run_1/pdn.png
Bar = 20 µm. Pins as bars on the die edge.
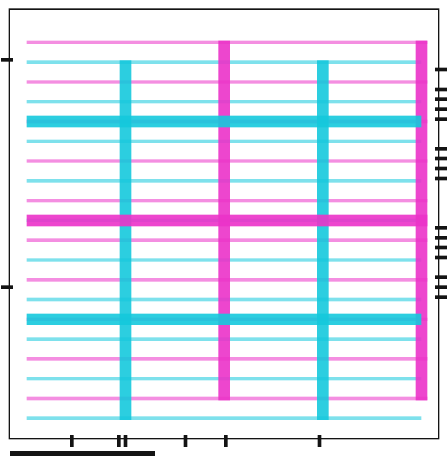
run_1/cell_classes.png
Bar = 20 µm.
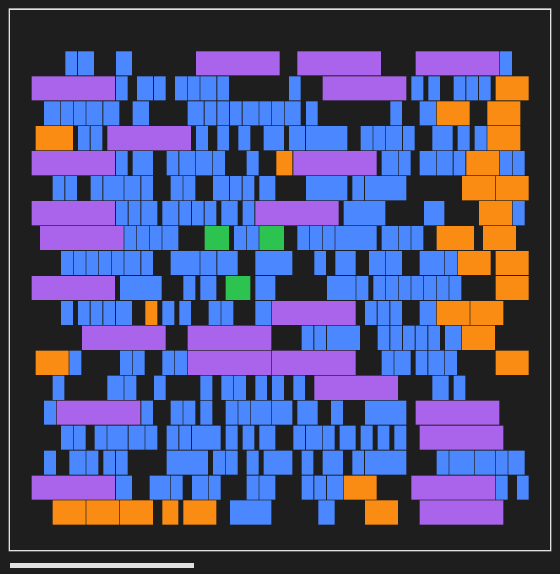
run_1/clock_map.png
Bar = 20 µm.
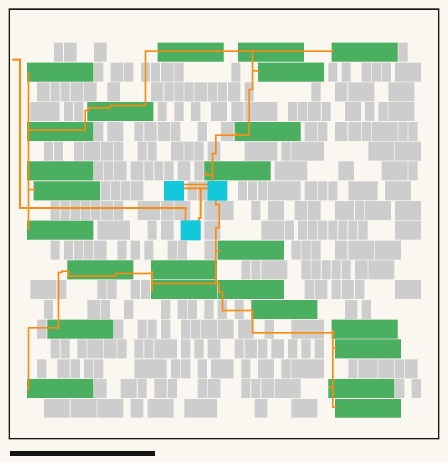
[src/rtl/parking_pkg.sv]
// Shared types and width helpers for the parking entry controller.
package parking_pkg;

  typedef enum logic [1:0] {
    IDLE     = 2'd0,
    WAIT_PIN = 2'd1,
    OPEN     = 2'd2,
    BLOCK    = 2'd3
  } state_t;

  // Bits needed to hold any value in 0..max_val (never less than one bit).
  function automatic int cnt_w(input int max_val);
    return (max_val < 2) ? 1 : $clog2(max_val + 1);
  endfunction

  function automatic int tmr_w(input int gate_to);
    return cnt_w(gate_to - 1);
  endfunction

endpackage

[src/rtl/parking_gate_ctrl_if.sv]
// Driver-side and controller-side signal bundle for the parking entry gate.
interface parking_gate_ctrl_if
  import parking_pkg::*;
#(
  parameter int PIN_W    = 8,
  parameter int CAPACITY = 16
);
  logic                       sensor_1;
  logic                       sensor_2;
  logic                       try_pin;
  logic [PIN_W-1:0]           pin_in;
  logic                       car_exit;
  logic                       alarm_pin;
  logic                       alarm_block;
  logic                       open_gate;
  logic                       close_gate;
  logic                       lot_full;
  logic [cnt_w(CAPACITY)-1:0] occupancy;

  modport master (
    output sensor_1, sensor_2, try_pin, pin_in, car_exit,
    input  alarm_pin, alarm_block, open_gate, close_gate, lot_full, occupancy
  );

  modport slave (
    input  sensor_1, sensor_2, try_pin, pin_in, car_exit,
    output alarm_pin, alarm_block, open_gate, close_gate, lot_full, occupancy
  );
endinterface

[src/rtl/parking_occupancy_cnt.sv]
// Saturating up/down lot-occupancy counter; full is registered from the next count.
module parking_occupancy_cnt
  import parking_pkg::*;
#(
  parameter int CAPACITY = 16
) (
  input  logic                       clk,
  input  logic                       rst,
  input  logic                       inc,
  input  logic                       dec,
  output logic [cnt_w(CAPACITY)-1:0] count,
  output logic                       full
);
  localparam int CNT_W = cnt_w(CAPACITY);

  logic [CNT_W-1:0] count_n;

  function automatic logic [CNT_W-1:0] sat_up(input logic [CNT_W-1:0] v);
    return (v == CNT_W'(CAPACITY)) ? v : v + CNT_W'(1);
  endfunction

  function automatic logic [CNT_W-1:0] sat_down(input logic [CNT_W-1:0] v);
    return (v == '0) ? v : v - CNT_W'(1);
  endfunction

  // An entry and an exit in the same cycle cancel out.
  always_comb begin
    count_n = count;
    case ({inc, dec})
      2'b10:   count_n = sat_up(count);
      2'b01:   count_n = sat_down(count);
      default: count_n = count;
    endcase
  end

  always_ff @(posedge clk or posedge rst) begin
    if (rst) begin
      count <= '0;
      full  <= 1'b0;
    end else begin
      count <= count_n;
      full  <= (count_n == CNT_W'(CAPACITY));
    end
  end

endmodule

[src/rtl/parking_gate_ctrl.sv]
// Parking entry controller: PIN check with retry alarm, tamper block, gate timeout and lot occupancy.
module parking_gate_ctrl
  import parking_pkg::*;
#(
  parameter int               PIN_W     = 8,
  parameter logic [PIN_W-1:0] PIN_VAL   = PIN_W'(87),
  parameter int               MAX_TRIES = 3,
  parameter int               CAPACITY  = 16,
  parameter int               GATE_TO   = 1000
) (
  input logic                clk,
  input logic                rst,
  parking_gate_ctrl_if.slave bus
);
  localparam int FAIL_W = cnt_w(MAX_TRIES);
  localparam int TMR_W  = tmr_w(GATE_TO);
  localparam int OCC_W  = cnt_w(CAPACITY);

  state_t            state, state_n;
  logic [FAIL_W-1:0] fail_cnt, fail_n;
  logic [TMR_W-1:0]  timer, timer_n;
  logic              open_r, open_n;
  logic              close_r, close_n;
  logic              apin_r, apin_n;
  logic              ablk_r, ablk_n;
  logic              entry;
  logic              pin_ok;
  logic              full;
  logic [OCC_W-1:0]  occ;

  function automatic logic [FAIL_W-1:0] sat_inc_fail(input logic [FAIL_W-1:0] v);
    return (v >= FAIL_W'(MAX_TRIES)) ? v : v + FAIL_W'(1);
  endfunction

  assign pin_ok = (bus.pin_in == PIN_VAL);

  always_comb begin
    state_n = state;
    fail_n  = fail_cnt;
    timer_n = timer;
    open_n  = open_r;
    close_n = 1'b0;
    apin_n  = apin_r;
    ablk_n  = ablk_r;
    entry   = 1'b0;
    // Both sensors at once means someone is forcing the gate.
    if (state != BLOCK && bus.sensor_1 && bus.sensor_2) begin
      state_n = BLOCK;
      ablk_n  = 1'b1;
      open_n  = 1'b0;
      apin_n  = 1'b0;
      fail_n  = '0;
      timer_n = '0;
    end else begin
      unique case (state)
        IDLE: begin
          open_n = 1'b0;
          apin_n = 1'b0;
          if (bus.sensor_1 && !full) state_n = WAIT_PIN;
        end
        WAIT_PIN: begin
          if (bus.try_pin) begin
            if (pin_ok) begin
              open_n  = 1'b1;
              fail_n  = '0;
              apin_n  = 1'b0;
              timer_n = '0;
              state_n = OPEN;
            end else begin
              fail_n = sat_inc_fail(fail_cnt);
              apin_n = (fail_n == FAIL_W'(MAX_TRIES));
            end
          end else if (!bus.sensor_1) begin
            fail_n  = '0;
            apin_n  = 1'b0;
            state_n = IDLE;
          end
        end
        OPEN: begin
          if (bus.sensor_2) begin
            open_n  = 1'b0;
            close_n = 1'b1;
            entry   = 1'b1;
            state_n = IDLE;
          end else if (timer == TMR_W'(GATE_TO - 1)) begin
            open_n  = 1'b0;
            close_n = 1'b1;
            state_n = IDLE;
          end else begin
            timer_n = timer + TMR_W'(1);
          end
        end
        BLOCK: begin
          if (bus.try_pin && pin_ok) begin
            ablk_n  = 1'b0;
            state_n = IDLE;
          end
        end
        default: state_n = IDLE;
      endcase
    end
  end

  always_ff @(posedge clk or posedge rst) begin
    if (rst) begin
      state    <= IDLE;
      fail_cnt <= '0;
      timer    <= '0;
      open_r   <= 1'b0;
      close_r  <= 1'b0;
      apin_r   <= 1'b0;
      ablk_r   <= 1'b0;
    end else begin
      state    <= state_n;
      fail_cnt <= fail_n;
      timer    <= timer_n;
      open_r   <= open_n;
      close_r  <= close_n;
      apin_r   <= apin_n;
      ablk_r   <= ablk_n;
    end
  end

  parking_occupancy_cnt #(
    .CAPACITY(CAPACITY)
  ) u_occ (
    .clk  (clk),
    .rst  (rst),
    .inc  (entry),
    .dec  (bus.car_exit),
    .count(occ),
    .full (full)
  );

  assign bus.open_gate   = open_r;
  assign bus.close_gate  = close_r;
  assign bus.alarm_pin   = apin_r;
  assign bus.alarm_block = ablk_r;
  assign bus.lot_full    = full;
  assign bus.occupancy   = occ;

endmodule

[src/flat_wrapper.sv]
// flat-port wrapper written by rule: the top's interface ports become plain ports
module parking_gate_ctrl_flat import parking_pkg::*;
#(
  parameter int               PIN_W     = 8,
  parameter logic [PIN_W-1:0] PIN_VAL   = PIN_W'(87),
  parameter int               MAX_TRIES = 3,
  parameter int               CAPACITY  = 16,
  parameter int               GATE_TO   = 1000
)
  (clk, rst, bus_sensor_1, bus_sensor_2, bus_try_pin, bus_pin_in, bus_car_exit, bus_alarm_pin, bus_alarm_block, bus_open_gate, bus_close_gate, bus_lot_full, bus_occupancy);
  parking_gate_ctrl_if #(.PIN_W(PIN_W), .CAPACITY(CAPACITY)) bus_i ();
  input logic clk;
  input logic rst;
  input wire logic [$bits(bus_i.sensor_1)-1:0] bus_sensor_1;
  input wire logic [$bits(bus_i.sensor_2)-1:0] bus_sensor_2;
  input wire logic [$bits(bus_i.try_pin)-1:0] bus_try_pin;
  input wire logic [$bits(bus_i.pin_in)-1:0] bus_pin_in;
  input wire logic [$bits(bus_i.car_exit)-1:0] bus_car_exit;
  output wire logic [$bits(bus_i.alarm_pin)-1:0] bus_alarm_pin;
  output wire logic [$bits(bus_i.alarm_block)-1:0] bus_alarm_block;
  output wire logic [$bits(bus_i.open_gate)-1:0] bus_open_gate;
  output wire logic [$bits(bus_i.close_gate)-1:0] bus_close_gate;
  output wire logic [$bits(bus_i.lot_full)-1:0] bus_lot_full;
  output wire logic [$bits(bus_i.occupancy)-1:0] bus_occupancy;
  assign bus_i.sensor_1 = bus_sensor_1;
  assign bus_i.sensor_2 = bus_sensor_2;
  assign bus_i.try_pin = bus_try_pin;
  assign bus_i.pin_in = bus_pin_in;
  assign bus_i.car_exit = bus_car_exit;
  assign bus_alarm_pin = bus_i.alarm_pin;
  assign bus_alarm_block = bus_i.alarm_block;
  assign bus_open_gate = bus_i.open_gate;
  assign bus_close_gate = bus_i.close_gate;
  assign bus_lot_full = bus_i.lot_full;
  assign bus_occupancy = bus_i.occupancy;
  parking_gate_ctrl #(.PIN_W(PIN_W), .PIN_VAL(PIN_VAL), .MAX_TRIES(MAX_TRIES), .CAPACITY(CAPACITY), .GATE_TO(GATE_TO)) u_core (.clk(clk), .rst(rst), .bus(bus_i));
endmodule
[config.mk]
export PLATFORM = sky130hd
export DESIGN_NAME = parking_gate_ctrl_flat
export DESIGN_NICKNAME = d
export VERILOG_FILES = /design/src/rtl/parking_pkg.sv /design/src/rtl/parking_gate_ctrl_if.sv /design/src/rtl/parking_occupancy_cnt.sv /design/src/rtl/parking_gate_ctrl.sv /design/src/flat_wrapper.sv
export SDC_FILE = /design/constraint.sdc
export NUM_CORES = 1
export LEC_CHECK = 0
export ABC_AREA = 1
export CAP_MARGIN = 10
export CORE_MARGIN = 2
export CORE_UTILIZATION = 59
export DETAILED_ROUTE_END_ITERATION = 10
export GPL_TIMING_DRIVEN = 0
export PLACE_DENSITY = 0.82
export SETUP_SLACK_MARGIN = 0.3
export SLEW_MARGIN = 10
export SYNTH_ARGS = -nofsm -noshare
export SYNTH_HDL_FRONTEND = slang
export SYNTH_SLANG_ARGS = --single-unit
export TNS_END_PERCENT = 100
[constraint.sdc]
create_clock -name clk -period 5.6 [get_ports clk]
set_input_delay 0.84 -clock clk [delete_from_list [all_inputs] [get_ports clk]]
set_output_delay 0.84 -clock clk [all_outputs]
set_load 0.05 [all_outputs]
==> run summary, run 1 <==
Quick summary of the implementation run below.

The flow ran to the end, but the final reports show violations. The checks that failed: DRC. For this run the top cell type by instance count after synthesis was sky130_fd_sc_hd__nand2_1. Per the post-synthesis stats, the area per cell is 6.551 µm². Hold timing on the final database bottoms out at a slack of 0.4964 ns.

The final-report hold violation count is 0. The internal reg-to-reg setup slack is 3.30 ns. The buffering stage count on the worst path with inverters included is 5. The adder-cell area share of the yosys netlist is a little over 7%.

The synthesis report lists the most area-consuming cells as sky130_fd_sc_hd__dfrtp_1 34%, sky130_fd_sc_hd__nand2_1 18%, sky130_fd_sc_hd__inv_1 10%, sky130_fd_sc_hd__nand3_1 8.7%, sky130_fd_sc_hd__ha_1 7.0%. The via density per instance came out at approximately 5.2. TritonCTS built the clock tree.

The area fraction in mux cells is 0%. The OpenROAD report gives the critical path a data arrival time of between 2 and 3 ns. The total power came out at about 0.87 mW. Routability-driven placement finished with a final weighted congestion of 0.8450. The count of buffers added by post-CTS timing repair for setup is 0. The count of standard-cell rows came out at 19.

The setup TNS is 0 ns. After global routing the overflow that remains totals 0. Net switching is 51.32% of the power.

Non-clock buffers make up between 10% and 20% of the layout cell area. Sorting the Yosys area breakdown by cell type puts at the top sky130_fd_sc_hd__dfrtp_1. The number of hold buffers added after CTS was 0. The die is just under 60 µm wide. The layout has 28 buffers outside the clock class. The final routed DRC violation total is 4. The portion of total power attributed to the clock network is approximately 8%. At floorplan, the net count of the design was reported as just under 300. In this run, the synthesized area fraction spent on xor and xnor cells is recorded as 1.480%. Dividing the final minimum period by the clock period gives between 40% and 50%. Across the whole layout, storage elements make up ~29% of the cell area. The startpoint identified for the worst hold timing path is u_core.bus.alarm_block$_DFFE_PP0P_. The number of buffers created by CTS came out at 3.

The instance count after placement with tap cells included came out at 325. The most numerous cell type found on the critical path is sky130_fd_sc_hd__nand2_1. The synthesis-stage register bit count is 24.

At the worst endpoint, the required time is 5.83 ns. The pin count of the biggest net entering global routing came out at 25. On the worst path, the slowest cell contributes a delay of approximately 0.53 ns. The static leakage is 1.114 nW.

By area, combinational gates come first. The combinational cell fraction of total power came out at 61.6%. Counting instances in the post-synthesis netlist gives the leading cell types as 84 x sky130_fd_sc_hd__nand2_1, 48 x sky130_fd_sc_hd__inv_1, 31 x sky130_fd_sc_hd__nand3_1. The cell-internal power came out at 0.4246 mW. The final max-slew violation count recorded for this run is 0.

The quantity of gates resized following cts came out at 0. The sequential power is ~0.27 mW. Power attributed to the clock group is 0.0702 mW. The minimum setup slack in the final design came out at roughly 2.9 ns. According to the timing report, the critical path is captured at u_core.u_occ.full$_DFF_PP0_.

The combined flip-flop and latch cell area is around 600 µm². After Yosys synthesis, AND-OR and OR-AND compound gates account for under 10% of the synthesized area. The number of antenna violations at the first check in global routing is 0. The type of the most critical hold path is reg -> reg. The number of standard cells after synthesis came out at around 270. The multi-input logic cell count is about 190. The timing report gives the clock slew at the launch and capture registers of the worst setup and hold paths as around 0.12 ns. The via count of the first global-routing pass is around 1600.

The number of different library cells used by synthesis comes to 24. In this run the vertical extent of the chip is 58.86 µm. The filler-free cell count of the finished design is ~330.
Back to the opening pictures, pdn.png:
| color | net |
|---|---|
| magenta | VDD |
| cyan | VSS |
signal pins: 24
met1 rails: 20
rows: 19
met5 straps: 3
met4 straps: 4

Back to the opening pictures, cell_classes.png:
| color | class | cells | share of their area |
|---|---|---|---|
| orange | other buffers and delay cells | 28 | 13% |
| green | cells driving clock nets | 3 | 1.1% |
| blue | all other logic | 242 | 56% |
| purple | flip-flops | 24 | 30% |

Back to the opening pictures, clock_map.png:
[green] flip-flops | count: 24
[cyan] cells driving clock nets | count: 3
[orange] clock wires | length: 261 µm
routed clock nets: 4

==> run 1: per-layer routing <==
metal	wire length, µm	up-vias	GRT usage (%)
li1	-	898	-
met5	0	-	0
met2	1682	48	40.48
met1	1670	757	33.38
met4	38	0	5.519
met3	233	4	3.516
==> run 1: state kept, by name, summed over array words and instances, names as in the netlist <==
register,count
u_core.bus.open_gate,1
u_core.fail_cnt,2
u_core.bus.alarm_block,1
u_core.bus.alarm_pin,1
u_core.u_occ.count,5
u_core.u_occ.full,1
u_core.bus.close_gate,1
u_core.timer,10
u_core.state,2
run_1/metal_stack.png
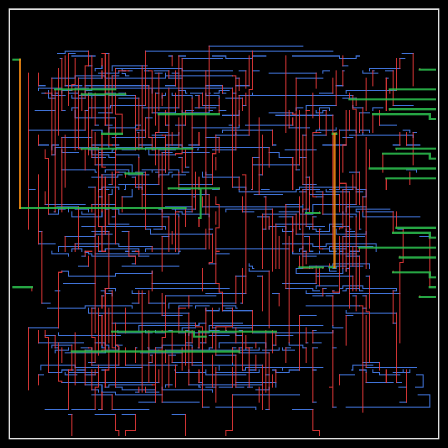

==> run 2: changes to the inputs <==
Settings changed: CORE_UTILIZATION 59 to 55, PLACE_DENSITY 0.82 to 0.77.
Clock period 5.6 ns to 2.8 ns, I/O delays scaled along.
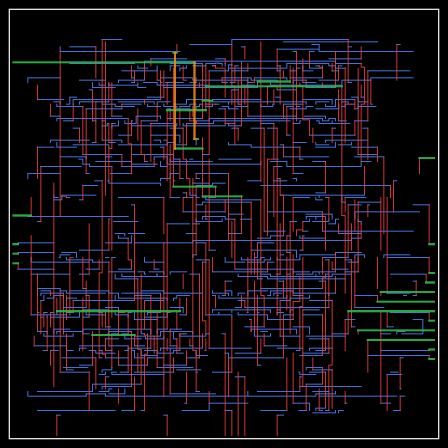
run_2/metal_stack.png
| color | layer | wire length |
|---|---|---|
| blue | met1 | 1920 µm |
| orange | met4 | 24.5 µm |
| green | met3 | 155 µm |
| red | met2 | 1660 µm |
final wirelength: 3767 µm
global routing usage summed across all routing layers: 21.87%
Vias: 1658
routed length per instance: 11.01 µm

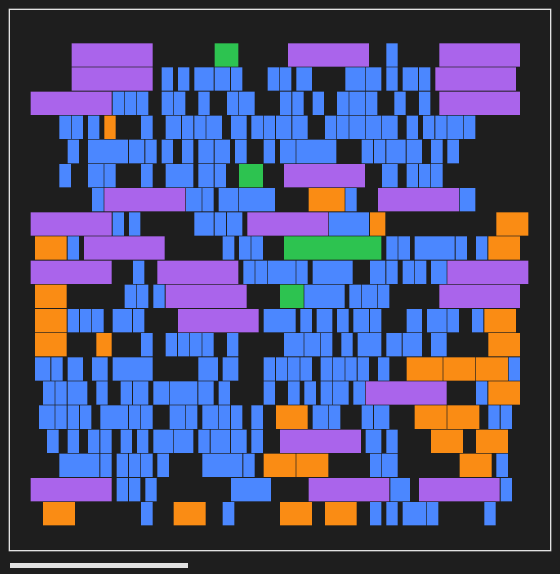
run_2/cell_classes.png
Bar = 20 µm.
| color | class | cells | share of their area |
|---|---|---|---|
| orange | other buffers and delay cells | 28 | 13% |
| blue | all other logic | 242 | 55% |
| purple | flip-flops | 24 | 29% |
| green | clock drivers and dummy loads | 4 | 2.6% |

==> run 2 against run 1 <==
The run now ends clean. Synthesized cell count is the same. Highest routed layer unchanged. Power is 120% higher. Final area rose by 2.2%. Flip-flop count did not move. Sequential share of layout area is 0.64 points lower. First-iteration DRC count increased by 5.7%. Worst hold slack gained 0.018 ns. Via count shrank 2.9%. Wire length up 3.9%. Non-clock buffer count is the same. Largest cell class unchanged. Global-route usage fell by 2.4 points.
==> run summary, run 2 <==
Quick summary of the implementation run below.

The buffering stage count on the worst path with inverters included is 4 (was 5). The cell type with the largest total area is sky130_fd_sc_hd__dfrtp_1 (unchanged). The overall die area came out at 0.003698 mm² (was 0.003464 mm²).

The final HPWL from detailed placement is 2794 µm (was 2854 µm). The final-report hold violation count was 0 (unchanged). The fraction of synthesized cell area in xor and xnor cells is 1.480% (unchanged). The static leakage came to 1.128 nW (was 1.114 nW).

The number of different library cells in the post-synthesis netlist was 24 (unchanged). The area share of and/or/nand/nor cells after synthesis is 39.11% (unchanged). The instance count after placement with tap cells included is 338 (was 325). The total of hold buffers inserted after clock tree synthesis is 0 (unchanged).

The share of cell area taken by flip-flops and latches is 28.42% (was 29.06%). The worst min-delay path startpoint is u_core.bus.alarm_block$_DFFE_PP0P_ (unchanged). The synthesis-stage register bit count came out at 24 (unchanged). The global routing met3 resource utilization came out at 2.772% (was 3.516%). The total met2 wirelength after detailed routing is 1664 µm (was 1682 µm). The number of antenna violations at the first check in global routing came out at 0 (unchanged). The top layer reached by signal wires was met4 (unchanged).

Biggest area contributors in the synthesized netlist: sky130_fd_sc_hd__dfrtp_1 34%, sky130_fd_sc_hd__nand2_1 18%, sky130_fd_sc_hd__inv_1 10%, sky130_fd_sc_hd__nand3_1 8.7%, sky130_fd_sc_hd__ha_1 7.0% (unchanged). The clock edge transition at the registers on the reported setup and hold paths came to 0.16 ns (was 0.12 ns). The remaining global-route overflow came to 0 (unchanged). The cell with the most instances after synthesis is sky130_fd_sc_hd__nand2_1 (unchanged). The register with the most flip-flops was u_core.timer (unchanged). The post-route clock period utilization is between 80 and 90%. The internal reg-to-reg setup slack came out at 0.49 ns (was 3.30 ns).

The horizontal die dimension is 60.82 µm (was 58.86 µm). The via density per instance is 4.848 (was 5.204). The number of buffers outside the clock class in the layout came out at 28 (unchanged). The destination of the critical timing path is u_core.u_occ.full$_DFF_PP0_ (unchanged). The number of buffers created by CTS came out at 3 (unchanged). The endpoint of the worst hold-timing path is u_core.bus.alarm_block$_DFFE_PP0P_ (unchanged). The pin count of the biggest net entering global routing came out at 25 (unchanged). The data arrival time of the critical path is 2.60 ns (was 2.96 ns). The final routed DRC violation total came out at 0 (was 4).

The most used logic cell in the final layout is sky130_fd_sc_hd__nand2_1 (unchanged). The setup TNS is 0 ns (unchanged). The die boundary height came to 60.82 µm (was 58.86 µm). The met2 capacity usage during global routing is 34.25% (was 40.48%). Top cells by count: 84 x sky130_fd_sc_hd__nand2_1, 48 x sky130_fd_sc_hd__inv_1, 31 x sky130_fd_sc_hd__nand3_1 (unchanged). The cell with the biggest individual delay on the critical path was sky130_fd_sc_hd__dfrtp_1 (was sky130_fd_sc_hd__clkdlybuf4s50_1). The library cell appearing most often on the critical path is sky130_fd_sc_hd__nand2_1 (unchanged).

The met1 routed wirelength after detailed routing is 1923 µm (was 1670 µm). The delay of the slowest critical-path stage was 0.48 ns (was 0.53 ns). The met1 track utilization from global routing is 32.80% (was 33.38%). The cell area after synthesis came out at 0.001775 mm² (unchanged). The floorplan net count was 295 (unchanged). The total count of max-transition violations in the final report is 0 (unchanged). The number of standard cells after synthesis is 271 (unchanged). The via count of the first global-routing pass came out at 1399 (was 1599). The per-instance average area after synthesis is 6.551 µm² (unchanged). The combined flip-flop and latch cell area came to 600.6 µm² (unchanged).

The proportion of final cell area spent on non-clock buffers came out at 12.61% (was 12.89%). The flip-flop count of the largest register after layout came to 10 (unchanged). The data required time at the worst endpoint is 3.09 ns (was 5.83 ns). The fraction of registers with async set/reset came out at 100.0% (unchanged). The count of standard-cell rows came to 20 (was 19). The weighted congestion at the end of routability-driven global placement is 0.8012 (was 0.8450). The largest contributor to cell area by class was combinational gates (unchanged). The final-layout clock buffer total came out at 3 (unchanged). The CTS tree is yes (unchanged). The adder-cell area share of the yosys netlist came out at 7.047% (unchanged). The post-synthesis compound-gate area fraction came out at 5.990% (unchanged). The filler-free cell count of the finished design is 342 (was 328). The count of buffers added by post-CTS timing repair for setup is 0 (unchanged).

The type of the most critical hold path was reg -> reg (unchanged). The met3 wire length is 155 µm (was 233 µm). Outcome: finished clean (was finished with violations). The area fraction in mux cells is 0% (unchanged). The quantity of gates resized following cts is 0 (unchanged). The clock tree cell share of total cell area is 2.487% (was 1.090%). The most heavily used metal layer in global routing is met2 (unchanged). Top flop regs: u_core.timer: 10 flops, u_core.u_occ.count: 5 flops (unchanged).
-- run 2: stage by stage --
stage               setup WS [ns]  power, mW  utilization [%]  hold WS, ns
floorplan                  0.7917      1.323                -       0.4346
global placement           0.1891      1.598            67.50       0.4656
detailed placement         0.2101      1.607            67.50       0.4831
CTS                        0.4795      1.878            69.22       0.5164
global route               0.3158      2.035            69.22       0.5420
finish                     0.4911      1.876            69.22       0.5143
-- run 2: power by group --
group | leakage, nW | total [mW] | switching (mW) | internal (mW)
Clock | 0.0279 | 0.268 | 0.123 | 0.145
Sequential | 0.312 | 0.532 | 0.0994 | 0.433
Combinational | 0.788 | 1.08 | 0.709 | 0.366
Total | 1.13 | 1.88 | 0.932 | 0.944
run_2/final_congestion.png
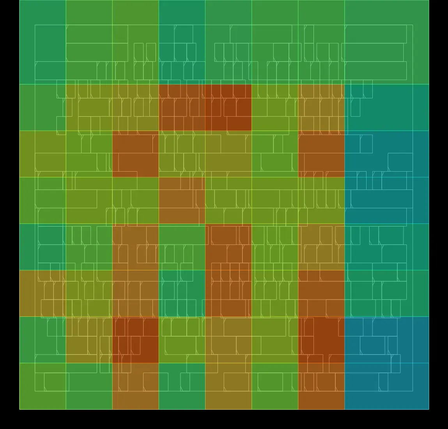

==> run 3: changes to the inputs <==
Settings changed: CORE_UTILIZATION 55 to 49, PLACE_DENSITY 0.77 to 0.72.
Clock period 2.8 ns to 1.98 ns, I/O delays scaled along.
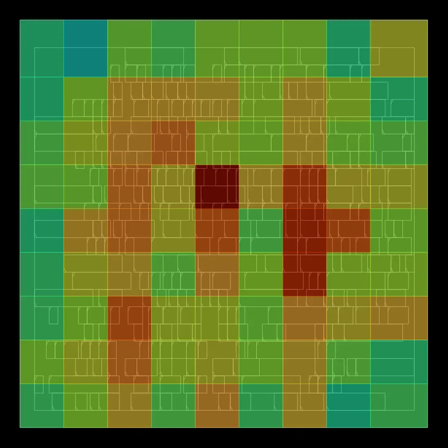
run_3/final_congestion.png
met1 Use GR: 27.17%
most congested layer reported by global routing: met2
global routing usage summed across all routing layers: 21.25%
met2 track utilization from global routing: 36.72%
met3 usage in global routing: 3.697%

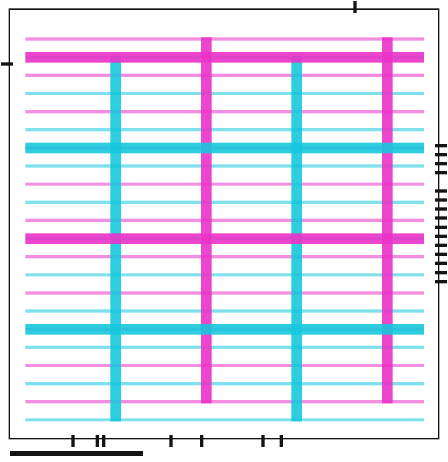
run_3/pdn.png
Bar = 20 µm. Pins as bars on the die edge.
| color | net |
|---|---|
| magenta | VDD |
| cyan | VSS |
met1 rails: 22
rows: 21
met4 straps: 4
signal pins: 24
met5 straps: 4
Core Box Area: 0.003416 mm²
horizontal die dimension: 64.20 µm
Max VDD drop: 1172 µV
Die Y-Extent: 64.20 µm

==> run 3 against run 2 <==
Synthesized cell count stayed put. Worst hold slack worse by 0.033 ns. Sequential share of layout area is 4.0 points lower. Flip-flop count stayed put. Sequential power is 39% higher. Final area is 16% higher.
==> run summary, run 3 <==
Quick summary of the implementation run below.

The total power is 3.046 mW (was 1.876 mW). The delay of the slowest critical-path stage came out at 0.54 ns (was 0.48 ns). The final-report hold violation count is 0 (unchanged). The cell type with the largest total area is sky130_fd_sc_hd__dfrtp_1 (unchanged).

The number of standard cells after synthesis is 271 (unchanged). The via count came to 1850 (was 1658). The heaviest power group is combinational logic (unchanged). The area fraction in mux cells is 0% (unchanged). The met3 wire length came out at 175 µm (was 155 µm).

Top flop regs: u_core.timer: 10 flops, u_core.u_occ.count: 5 flops (unchanged). The fraction of power spent switching nets is 49.80% (was 49.68%). The type of the most critical hold path is in -> async (was reg -> reg). Top cells by count: 84 x sky130_fd_sc_hd__nand2_1, 48 x sky130_fd_sc_hd__inv_1, 31 x sky130_fd_sc_hd__nand3_1 (unchanged). The pre-CTS worst setup slack came out at -0.2699 ns (was 0.2101 ns).

The cell with the most instances after synthesis is sky130_fd_sc_hd__nand2_1 (unchanged). The static leakage is 1.276 nW (was 1.128 nW). The quantity of gates resized following cts was 26 (was 0). The top layer reached by signal wires is met4 (unchanged). The final HPWL from detailed placement came out at 2832 µm (was 2794 µm).

The power of the clock network came out at 0.260 mW (was 0.268 mW). The cell-internal power came to 1.529 mW (was 0.9438 mW). The per-instance average area after synthesis came out at 6.551 µm² (unchanged). The cell with the biggest individual delay on the critical path is sky130_fd_sc_hd__clkdlybuf4s50_1 (was sky130_fd_sc_hd__dfrtp_1). Biggest area contributors in the synthesized netlist: sky130_fd_sc_hd__dfrtp_1 34%, sky130_fd_sc_hd__nand2_1 18%, sky130_fd_sc_hd__inv_1 10%, sky130_fd_sc_hd__nand3_1 8.7%, sky130_fd_sc_hd__ha_1 7.0% (unchanged). The total count of max-transition violations in the final report came out at 0 (unchanged). The filler-free cell count of the finished design came out at 368 (was 342).

The number of different library cells in the post-synthesis netlist is 24 (unchanged). Outcome: finished clean (unchanged). The register with the most flip-flops was u_core.timer (unchanged). The number of buffers created by CTS is 3 (unchanged). The total net switching power came out at 1.517 mW (was 0.9319 mW). The sequential power came out at 0.742 mW (was 0.532 mW). The post-route core utilization came out at 71.94% (was 69.22%). The post-route clock period utilization came out at a little over 90%. The remaining global-route overflow was 0 (unchanged). The fraction of synthesized cell area in xor and xnor cells came out at 1.480% (unchanged). The setup TNS was 0 ns (unchanged).

The weighted congestion at the end of routability-driven global placement came out at 0.8160 (was 0.8012). The fraction of registers with async set/reset was 100.0% (unchanged). The overall die area came to 0.004121 mm² (was 0.003698 mm²). The data arrival time of the critical path is 2.10 ns (was 2.60 ns).

The final hold slack is 0.4811 ns (was 0.5143 ns). The combinational cell fraction of total power is 67.1% (was 57.3%). The post-synthesis compound-gate area fraction is 5.990% (unchanged). The minimum setup slack in the final design is 0.1362 ns (was 0.4911 ns).

The pin count of the biggest net entering global routing is 25 (unchanged). The internal reg-to-reg setup slack is 0.14 ns (was 0.49 ns). The post-detailed-route wirelength per cell is 11.82 µm (was 11.01 µm). The floorplan net count came out at 295 (unchanged).

The total met2 wirelength after detailed routing is 2063 µm (was 1664 µm). The destination of the critical timing path is u_core.u_occ.full$_DFF_PP0_ (unchanged). The number of antenna violations at the first check in global routing is 0 (unchanged). The total of hold buffers inserted after clock tree synthesis was 0 (unchanged). The library cell appearing most often on the critical path is sky130_fd_sc_hd__nand2_1 (unchanged).

The flip-flop count of the largest register after layout is 10 (unchanged). The routed wire length came to 4351 µm (was 3767 µm). The count of standard-cell rows is 21 (was 20). The sequential cell fraction of total power is 24.4% (was 28.4%). The via count of the first global-routing pass came out at 1689 (was 1399). The instance count after placement with tap cells included was 340 (was 338).
## run 3: cell types whose count changed in the layout (fill, tap and decap cells not counted), moves of 8 or more
cell / delta
sky130_fd_sc_hd__inv_1: -11
sky130_fd_sc_hd__clkdlybuf4s50_1: -10
sky130_fd_sc_hd__buf_4: +18
sky130_fd_sc_hd__nand2_1: -15
sky130_fd_sc_hd__inv_2: +8
sky130_fd_sc_hd__nand2_2: +12
## run 3: final cells by class
cell class | count | area [µm²] | area share, %
Sequential cell | 24 | 600.6 | 24.44
Inverter | 49 | 201.4 | 8.198
Timing Repair Buffer | 47 | 409.1 | 16.65
Tap cell | 46 | 57.56 | 2.342
Multi-Input combinational cell | 193 | 1110 | 45.16
Buffer | 5 | 42.54 | 1.731
Clock buffer | 4 | 36.28 | 1.477
No activity file was given, so power comes from the tool's default toggle rates.
